$ cat src/rtl/contador_cronometro_param_pkg.sv
// Shared constants for the stopwatch/timer counter and its display path.
// Defines the default clock rate, mode encoding and common count widths.
package cronometro_pkg;

  localparam int CLK_HZ_DEF        = 50_000_000;
  localparam int TICKS_PER_SEC_DEF = 10;
  localparam int SEC_MAX_DEF       = 999;
  localparam int SEC_W_DEF         = 10;
  localparam int FRAC_W_DEF        = 4;

  localparam logic MODO_CRESC = 1'b0;
  localparam logic MODO_DESC  = 1'b1;

endpackage

$ cat src/rtl/contador_cronometro_param_if.sv
// Control/status bundle between the control FSM, the counter and the display.
// Lap-capture signals exist only when LAP_CAPTURE_EN is defined.
interface contador_cronometro_param_if #(
  parameter int SEC_W  = 10,
  parameter int FRAC_W = 4
);
  logic              contando;
  logic              modo_desc;
  logic              carga;
  logic [SEC_W-1:0]  carga_seg;
  logic [FRAC_W-1:0] carga_frac;
  logic [SEC_W-1:0]  cont_seg;
  logic [FRAC_W-1:0] cont_frac;
  logic              tick;
  logic              limite;
  logic              zerado;
`ifdef LAP_CAPTURE_EN
  logic              volta;
  logic [SEC_W-1:0]  volta_seg;
  logic [FRAC_W-1:0] volta_frac;
  logic              volta_valida;
`endif

  modport master (
    output contando, modo_desc, carga, carga_seg, carga_frac,
`ifdef LAP_CAPTURE_EN
    output volta,
    input  volta_seg, volta_frac, volta_valida,
`endif
    input  cont_seg, cont_frac, tick, limite, zerado
  );

  modport slave (
    input  contando, modo_desc, carga, carga_seg, carga_frac,
`ifdef LAP_CAPTURE_EN
    input  volta,
    output volta_seg, volta_frac, volta_valida,
`endif
    output cont_seg, cont_frac, tick, limite, zerado
  );

endinterface

$ cat src/rtl/contador_cronometro_param_divisor_tick.sv
// Prescaler: counts 0..DIV-1 while enabled and flags the last count as a step.
// A pause holds the partial count; clr restarts it from zero.
module divisor_tick #(
  parameter int DIV = 2
) (
  input  logic clk,
  input  logic reset,
  input  logic en,
  input  logic clr,
  output logic passo
);

  localparam int PW = (DIV > 2) ? $clog2(DIV) : 1;
  localparam logic [PW-1:0] P_LAST = PW'(DIV - 1);

  logic [PW-1:0] p_q;
  logic [PW-1:0] p_d;

  always_comb begin
    p_d = p_q;
    if (clr) begin
      p_d = '0;
    end else if (en) begin
      p_d = (p_q == P_LAST) ? '0 : p_q + PW'(1);
    end
  end

  always_ff @(posedge clk) begin
    if (reset) begin
      p_q <= '0;
    end else begin
      p_q <= p_d;
    end
  end

  assign passo = en && (p_q == P_LAST);

endmodule

$ cat src/rtl/contador_cronometro_param.sv
// Stopwatch/countdown counter producing seconds.fraction with tick/limite pulses.
// Optional lap snapshot registers are built when LAP_CAPTURE_EN is defined.
module contador_cronometro_param
  import cronometro_pkg::*;
#(
  parameter int CLK_HZ        = CLK_HZ_DEF,
  parameter int TICKS_PER_SEC = TICKS_PER_SEC_DEF,
  parameter int SEC_MAX       = SEC_MAX_DEF,
  parameter int SEC_W         = SEC_W_DEF,
  parameter int FRAC_W        = FRAC_W_DEF
) (
  input logic clk,
  input logic reset,
  contador_cronometro_param_if.slave bus
);

  localparam int DIV = CLK_HZ / TICKS_PER_SEC;
  localparam logic [SEC_W-1:0]  SEC_LAST  = SEC_W'(SEC_MAX);
  localparam logic [FRAC_W-1:0] FRAC_LAST = FRAC_W'(TICKS_PER_SEC - 1);

  logic              passo;
  logic [SEC_W-1:0]  seg_q, seg_d;
  logic [FRAC_W-1:0] frac_q, frac_d;
  logic              tick_q, tick_d;
  logic              limite_q, limite_d;
  logic              zero;

  divisor_tick #(.DIV(DIV)) u_divisor (
    .clk   (clk),
    .reset (reset),
    .en    (bus.contando),
    .clr   (bus.carga),
    .passo (passo)
  );

  assign zero = (seg_q == '0) && (frac_q == '0);

  always_comb begin
    seg_d    = seg_q;
    frac_d   = frac_q;
    tick_d   = 1'b0;
    limite_d = 1'b0;
    if (bus.carga) begin
      seg_d  = (bus.carga_seg  > SEC_LAST)  ? SEC_LAST  : bus.carga_seg;
      frac_d = (bus.carga_frac > FRAC_LAST) ? FRAC_LAST : bus.carga_frac;
    end else if (passo) begin
      if (bus.modo_desc == MODO_CRESC) begin
        tick_d = 1'b1;
        if (frac_q == FRAC_LAST) begin
          frac_d = '0;
          if (seg_q == SEC_LAST) begin
            seg_d    = '0;
            limite_d = 1'b1;
          end else begin
            seg_d = seg_q + SEC_W'(1);
          end
        end else begin
          frac_d = frac_q + FRAC_W'(1);
        end
      end else if (!zero) begin
        // Down mode saturates at 0.0: steps there are silently dropped.
        tick_d   = 1'b1;
        limite_d = (seg_q == '0) && (frac_q == FRAC_W'(1));
        if (frac_q == '0) begin
          frac_d = FRAC_LAST;
          seg_d  = seg_q - SEC_W'(1);
        end else begin
          frac_d = frac_q - FRAC_W'(1);
        end
      end
    end
  end

  always_ff @(posedge clk) begin
    if (reset) begin
      seg_q    <= '0;
      frac_q   <= '0;
      tick_q   <= 1'b0;
      limite_q <= 1'b0;
    end else begin
      seg_q    <= seg_d;
      frac_q   <= frac_d;
      tick_q   <= tick_d;
      limite_q <= limite_d;
    end
  end

  assign bus.cont_seg  = seg_q;
  assign bus.cont_frac = frac_q;
  assign bus.tick      = tick_q;
  assign bus.limite    = limite_q;
  assign bus.zerado    = zero;

`ifdef LAP_CAPTURE_EN
  logic [SEC_W-1:0]  volta_seg_q;
  logic [FRAC_W-1:0] volta_frac_q;
  logic              volta_valida_q;

  // Snapshot takes the registered (pre-step) count.
  always_ff @(posedge clk) begin
    if (reset || bus.carga) begin
      volta_seg_q    <= '0;
      volta_frac_q   <= '0;
      volta_valida_q <= 1'b0;
    end else if (bus.volta) begin
      volta_seg_q    <= seg_q;
      volta_frac_q   <= frac_q;
      volta_valida_q <= 1'b1;
    end
  end

  assign bus.volta_seg    = volta_seg_q;
  assign bus.volta_frac   = volta_frac_q;
  assign bus.volta_valida = volta_valida_q;
`endif

endmodule

$ cat src/flat_wrapper.sv
// flat-port wrapper written by rule: the top's interface ports become plain ports
module contador_cronometro_param_flat import cronometro_pkg::*;
#(
  parameter int CLK_HZ        = CLK_HZ_DEF,
  parameter int TICKS_PER_SEC = TICKS_PER_SEC_DEF,
  parameter int SEC_MAX       = SEC_MAX_DEF,
  parameter int SEC_W         = SEC_W_DEF,
  parameter int FRAC_W        = FRAC_W_DEF
)
  (clk, reset, bus_contando, bus_modo_desc, bus_carga, bus_carga_seg, bus_carga_frac, bus_cont_seg, bus_cont_frac, bus_tick, bus_limite, bus_zerado);
  contador_cronometro_param_if #(.SEC_W(SEC_W), .FRAC_W(FRAC_W)) bus_i ();
  input logic clk;
  input logic reset;
  input wire logic [$bits(bus_i.contando)-1:0] bus_contando;
  input wire logic [$bits(bus_i.modo_desc)-1:0] bus_modo_desc;
  input wire logic [$bits(bus_i.carga)-1:0] bus_carga;
  input wire logic [$bits(bus_i.carga_seg)-1:0] bus_carga_seg;
  input wire logic [$bits(bus_i.carga_frac)-1:0] bus_carga_frac;
  output wire logic [$bits(bus_i.cont_seg)-1:0] bus_cont_seg;
  output wire logic [$bits(bus_i.cont_frac)-1:0] bus_cont_frac;
  output wire logic [$bits(bus_i.tick)-1:0] bus_tick;
  output wire logic [$bits(bus_i.limite)-1:0] bus_limite;
  output wire logic [$bits(bus_i.zerado)-1:0] bus_zerado;
  assign bus_i.contando = bus_contando;
  assign bus_i.modo_desc = bus_modo_desc;
  assign bus_i.carga = bus_carga;
  assign bus_i.carga_seg = bus_carga_seg;
  assign bus_i.carga_frac = bus_carga_frac;
  assign bus_cont_seg = bus_i.cont_seg;
  assign bus_cont_frac = bus_i.cont_frac;
  assign bus_tick = bus_i.tick;
  assign bus_limite = bus_i.limite;
  assign bus_zerado = bus_i.zerado;
  contador_cronometro_param #(.CLK_HZ(CLK_HZ), .TICKS_PER_SEC(TICKS_PER_SEC), .SEC_MAX(SEC_MAX), .SEC_W(SEC_W), .FRAC_W(FRAC_W)) u_core (.clk(clk), .reset(reset), .bus(bus_i));
endmodule
$ cat config.mk
export PLATFORM = sky130hd
export DESIGN_NAME = contador_cronometro_param_flat
export DESIGN_NICKNAME = d
export VERILOG_FILES = /design/src/rtl/contador_cronometro_param_pkg.sv /design/src/rtl/contador_cronometro_param_if.sv /design/src/rtl/contador_cronometro_param_divisor_tick.sv /design/src/rtl/contador_cronometro_param.sv /design/src/flat_wrapper.sv
export SDC_FILE = /design/constraint.sdc
export NUM_CORES = 1
export LEC_CHECK = 0
export ABC_AREA = 1
export CAP_MARGIN = 5
export CORE_ASPECT_RATIO = 0.8
export CORE_MARGIN = 1.5
export CORE_UTILIZATION = 45
export CTS_CLUSTER_SIZE = 28
export DETAILED_ROUTE_END_ITERATION = 12
export HOLD_SLACK_MARGIN = 0.06
export MAX_ROUTING_LAYER = met4
export PLACE_DENSITY = 0.81
export SETUP_SLACK_MARGIN = 0.1
export SKIP_LAST_GASP = 1
export SLEW_MARGIN = 20
export SYNTH_ARGS = -nofsm -noshare
export SYNTH_HDL_FRONTEND = slang
export SYNTH_SLANG_ARGS = --single-unit
$ cat constraint.sdc
create_clock -name clk -period 1.6 [get_ports clk]
set_input_delay 0.32 -clock clk [delete_from_list [all_inputs] [get_ports clk]]
set_output_delay 0.32 -clock clk [all_outputs]
set_load 0.05 [all_outputs]
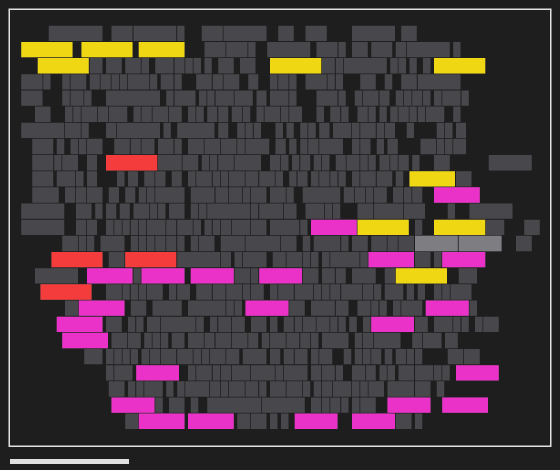
(images/registers.png)
Scale bar: 20 um. Other sequential cells in the stronger gray, the rest of the logic in the fainter gray.
color	netlist name	placed flops
red	u_core.bus.cont_frac	4
yellow	u_core.bus.cont_seg	10
magenta	u_core.u_divisor.p_q	23
not colored	2

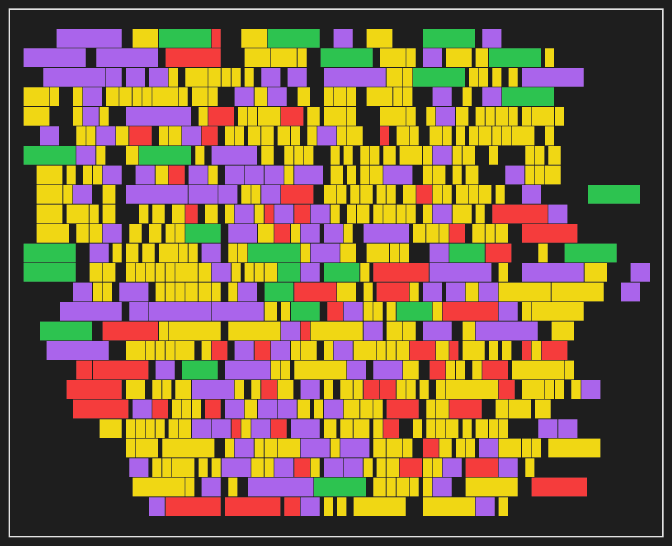
(images/drive_strength.png)
color	size	cells	share
green	drive 6 and up	24	4.2%
yellow	drive 1 or less	368	65%
red	drive 2	56	9.9%
purple	drive 3 to 4	119	21%

==> out/results.ini <==
[run_status]
status=finished, violations left
violations=setup timing

[layout]
dominant_cells=logic gates
most_common_library_cell_in_the_layout_ignoring_fill_and_taps=nand2_1
nonClockInverterCount=53
final_cell_mix=115 x nand2_1, 84 x buf_4, 57 x nor2_1
ff_count=39
num-clock-buffers=7
instances_no_fill=648
logic_gate_count=349
insertedDiodeCount=0
clk_share=0.0188
buffers_excl_clock=118
core_occupancy_in_the_finished_layout=0.727
sequential_cell_area_um2=841
largest_reg_flops=23
drive_gt1_frac=0.351
stdcell_area_mm2=0.00432
signal_buffer_area_fraction=0.258
max_flop_register=u_core.u_divisor.p_q

[power]
power.switching_uw=976
power.share.switching=0.357
seq_cell_power_uw=1070
power.share.combinational=0.362
comb_power_uw=990
power.clock.total_uw=671
max-vdd-ir-drop_uv=497
p_int_uw=1760
power.largest_group=sequential cells

[logic_synthesis]
postSynthCellCount=453
postSynthAreaPerCell_um2=6.14
mappedNetlistNets=475
synth_async_sr_flop_share=0
enable_flop_cells=0
ys_types=39
yosysChipArea_mm2=0.00278
post_synth_instance_area_mm2=0.00278
synthTopCellsByArea=dfxtp_1 28%, nand2_1 17%, nor2_1 9.7%
register_bit_total_from_synthesis=39
synth_top_cell_by_area=dfxtp_1
synth-warning-count=0
ys_dominant_reg_cell=dfxtp_1
yosys.cell_count.top_type=nand2_1

[critical_path]
worstSetupStartpoint=u_core.bus.cont_seg[6]
rr_endpoint=u_core.bus.cont_seg[7]
worstReg2RegStart=u_core.bus.cont_seg[6]
setup.worst_path.end_class=output port
cp_data_arrival_time_ns=1.49
worst_r2r_path_depth=9
cp.required_ns=1.28
critPathMaxFanout=6
regToRegSetupSlack_ns=-0.12
setup.worst_path.class=reg2out

[die]
dieArea_mm2=0.00666
tap_cell_instance_count=81
floorplan.io_pins=36
design.core.area_mm2=0.00594
dieHeight_um=73.3
floorplan.die.width_um=90.9
fp-utilization=0.468

[final_timing]
setup-violations-final=14
final.min_clock_period_ns=1.81
hold_slack_ns=0.531
fin_setup_tns_ns=-1.19
worst_pin_slew_ns=0.317
timing.clock.skew_ns=0.00894
final.setup.worst_slack_ns=-0.207
final_min_period_over_clock_period=1.13
unrepaired_setup_endpoints_after_global_routing=yes
achievable-frequency_mhz=553

[clock_tree]
cts_resized=21
cts_buffers=5
cts_max_level=2
cts-root-to-sink-buffers=2
holdBufCountCts=0
clock_tree.root_cell=clkbuf_8
path_clk_slew_ns=0.08
clk_latency_ns=0.29

[worst_hold_path]
worst_hold_path_type=reg2reg
worst_hold_startpoint=u_core.u_divisor.p_q[20]
worst_hold_path.endpoint=u_core.u_divisor.p_q[20]

[detailed_routing]
initial_detailed_routing_violation_count=340
dr.pass1.iters=5
drc=0
detail_route.wl_per_cell_um=15.1
detail-route-antenna-nets=0
via_count=3596
drt-vias-per-instance=5.55

[grt]
maximum_number_of_pins_on_one_net_before_global_route_repair=12
groute.usage.overall=0.274
overflow=0
grt_first_pass_wirelength_um=14200

[placement]
detailedPlacementHpwl_um=6620
placedInstanceArea_mm2=0.00385
io_buffer_count=35
placed_cells=618
dp_slack_ns=-0.390

[job]
cap_viol_max_count=0
openroad_warning_count=30

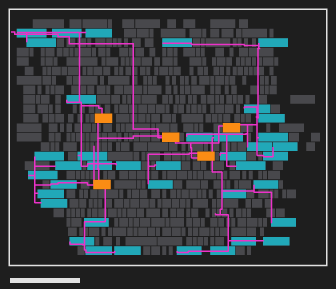
(images/clock_map.png)
Scale bar: 20 um.
[orange] cells driving clock nets | count: 5
[cyan] flip-flops | count: 39
[magenta] clock wires | length: 574 um
routed clock nets	6
flops lie	all over the die

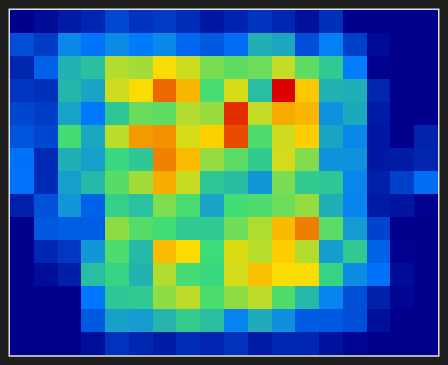
(images/wire_density.png)
18 x 15 tiles, from dark blue (low) to red (high), scaled to the fullest tile. Values are wire area over tile area, all layers added.
mean over tiles	0.25
nearly empty tiles	15%
densest ninth of the die	center
fullest tile	0.76
tiles over half the peak	30%

-- kinds of logic after synthesis --
group	Yosys count	share of synthesized area
and+or+nand+nor	284	0.466
buffers and inverters	66	0.0995
AOI/OAI and AO/OA	45	0.0896
DFF	39	0.281
xor gates and xnor gates	16	0.0504
adders and majority gates	3	0.0135
-- metal layers --
metal  global-route usage  vias to the layer above  part of all wire
li1                     -                     1688                 -
met1                0.386                     1634              0.43
met2                0.402                      243              0.44
met3               0.0445                       31              0.11
met4               0.0851                        0             0.025
met5                    -                        -                 0
-- critical path, stage by stage, from the launching register on --
cell and delay [ns]:
dfxtp_4 0.37, nor2_1 0.13, nand2_1 0.11, nor2_4 0.16
nand3_4 0.10, nor2_4 0.17, buf_12 0.15
